==> config.mk <==
export PLATFORM = sky130hd
export DESIGN_NAME = stopwatch_counter
export DESIGN_NICKNAME = d
export VERILOG_FILES = /design/src/rtl/stopwatch_pkg.sv /design/src/rtl/bcd_digit.sv /design/src/rtl/stopwatch_counter.sv
export SDC_FILE = /design/constraint.sdc
export NUM_CORES = 1
export LEC_CHECK = 0
export ABC_AREA = 1
export CAP_MARGIN = 0
export CORE_ASPECT_RATIO = 0.75
export CORE_MARGIN = 3
export CORE_UTILIZATION = 45
export DETAILED_ROUTE_END_ITERATION = 8
export GPL_TIMING_DRIVEN = 1
export PLACE_DENSITY = 0.69
export SLEW_MARGIN = 30
export SYNTH_ARGS = -nofsm -noshare
export SYNTH_HDL_FRONTEND = slang
export SYNTH_HIERARCHICAL = 1
export SYNTH_SLANG_ARGS = --single-unit
export TNS_END_PERCENT = 50
==> constraint.sdc <==
create_clock -name clk -period 7.57 [get_ports clk]
set_input_delay 0.757 -clock clk [delete_from_list [all_inputs] [get_ports clk]]
set_output_delay 0.757 -clock clk [all_outputs]
set_load 0.005 [all_outputs]
==> images/port_trees.png <==
Scale: 3 px per µm.
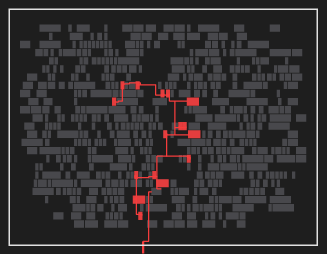
colour	port	direction	end cells	buffers	wire
red	`dir`	input	16	1	140 µm
number of ports placed on the die boundary: 50
tally of buffers added on design ports: 49

==> images/gates.png <==
Scale: 4 px per µm.
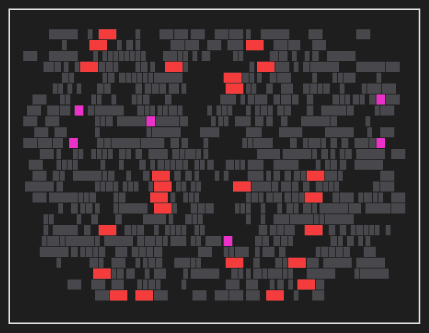
colour	family	cells	most used
red	fa/ha/maj cells	24	ha_1
magenta	and/or cells	6	and2_1
Non-Filler Instances: 620
combinational share of cell area: 59.8%

==> images/sizing.png <==
Scale: 4 px per µm.
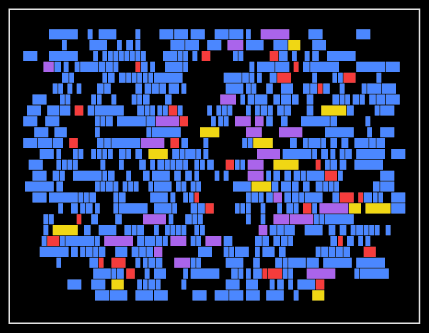
colour	size	cells	share
yellow	x6 and larger	12	2.2%
purple	x3 and x4	25	4.6%
red	x2	30	5.6%
blue	x1 and smaller	472	88%
layout overhead on the synthesized area: 19.8%
least setup slack across all paths after layout: 3.17 ns
post-route standard cell area excluding fillers: 0.00374 mm²
Buffers excl. clock: 50

==> images/pinout.png <==
Scale: 4 px per µm. Pins as bars across the die edge, other pins in grey.
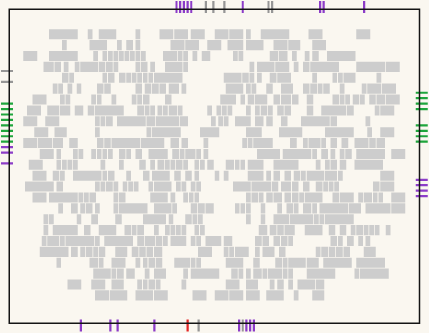
colour	port	pins	direction	edge
red	`dir`	1	input	bottom
purple	`digits`	24	output	9 top, 8 bottom, 4 right, 3 left
green	`preset`	16	input	8 right, 8 left
all pins by edge	14 top, 13 left, 12 right, 11 bottom
vertical die dimension: 78.1 µm
Die X-Extent: 102 µm

==> impl_metrics.env <==
# yosys + openroad results
export IMPL_outcome="finished, final reports clean"
export IMPL_clock_latency_ns=0.28
export IMPL_worst_pin_slew_ns=0.795
export IMPL_p_per_area_mw_per_mm2=106
export IMPL_routedLengthMet1_um=4010
export IMPL_setup_buffers_after_cts=0
export IMPL_rows=25
export IMPL_timing_critical_path_slowest_stage_cell="clkdlybuf4s50_1"
export IMPL_simple_gate_area_share_pct=40.8
export IMPL_clock_buffer_count=4
export IMPL_netlist_top_cells_area="dfxtp_1, nand2_1, nor2_1"
export IMPL_core_area_mm2=0.00651
export IMPL_hold_path_depth=2
export IMPL_groute_layer_met2_usage_pct=30.1
export IMPL_layout_nonclk_buf_share_pct=13.3
export IMPL_cts_tree="yes"
export IMPL_pwr_group_clock_uw=95.8
export IMPL_initial_drt_markers=117
export IMPL_critPathLaunchType="primary input"
export IMPL_met3RoutedLength_um=450
export IMPL_mux_area_share_pct=0
export IMPL_pin_count_of_the_biggest_net_entering_global_routing=26
export IMPL_yosysCellCount=483
export IMPL_synth_top_cell_by_area="dfxtp_1"
export IMPL_switchingPower_uw=140
export IMPL_end_kind="flop"
export IMPL_final_util_pct=57.5
export IMPL_r2r_slack_ns=3.75
export IMPL_sequential_share_of_cell_area_pct=13.9
export IMPL_final_net_count=587
export IMPL_grt_busiest_layer="met1"
export IMPL_power_sequential_total_uw=157
export IMPL_synth_yosys_warnings=6
export IMPL_maxCapViolations=0
export IMPL_finalHoldViolCount=0
export IMPL_synth_seq_cells=26
export IMPL_p_clk_share_pct=24.3
export IMPL_netlist_area_leader_share_pct=16.7
export IMPL_ir_drop_mv=0.0601
export IMPL_yosys_area_mm2=0.00312
export IMPL_layout_drive_gt1_share_pct=12.4
export IMPL_ys_dominant_reg_cell="dfxtp_1"
export IMPL_layout_cells_most_common="nand2_1"
export IMPL_fmax_mhz=227
export IMPL_timing_setup_critical_path_class="in2reg"
export IMPL_kind_of_cell_adding_the_most_delay_to_the_critical_path="simple AND/OR/NAND/NOR gates"
export IMPL_synth_area_mm2=0.00312
export IMPL_yosys_area_share_aoi_pct=17.5
[worst reg2reg max path, cell delays in order, from the launching register on]
cell	delay, ns
dfxtp_1	0.54
inv_1	0.15
ha_1	0.28
nand3b_4	0.10
nand2_2	0.08
nor2_1	0.11
inv_1	0.07
nor2_4	0.15
inv_4	0.08
nor2_1	0.10
inv_1	0.07
nor2_4	0.15
inv_4	0.08
nor2_1	0.18
inv_1	0.06
nor2_1	0.20
nand2_1	0.13
inv_1	0.06
inv_1	0.05
nor2_4	0.14
inv_4	0.08
nor2_1	0.22
inv_1	0.07
nor2_1	0.23
nand3_1	0.11
nor2_1	0.09
o21ai_0	0.09
a21oi_1	0.12
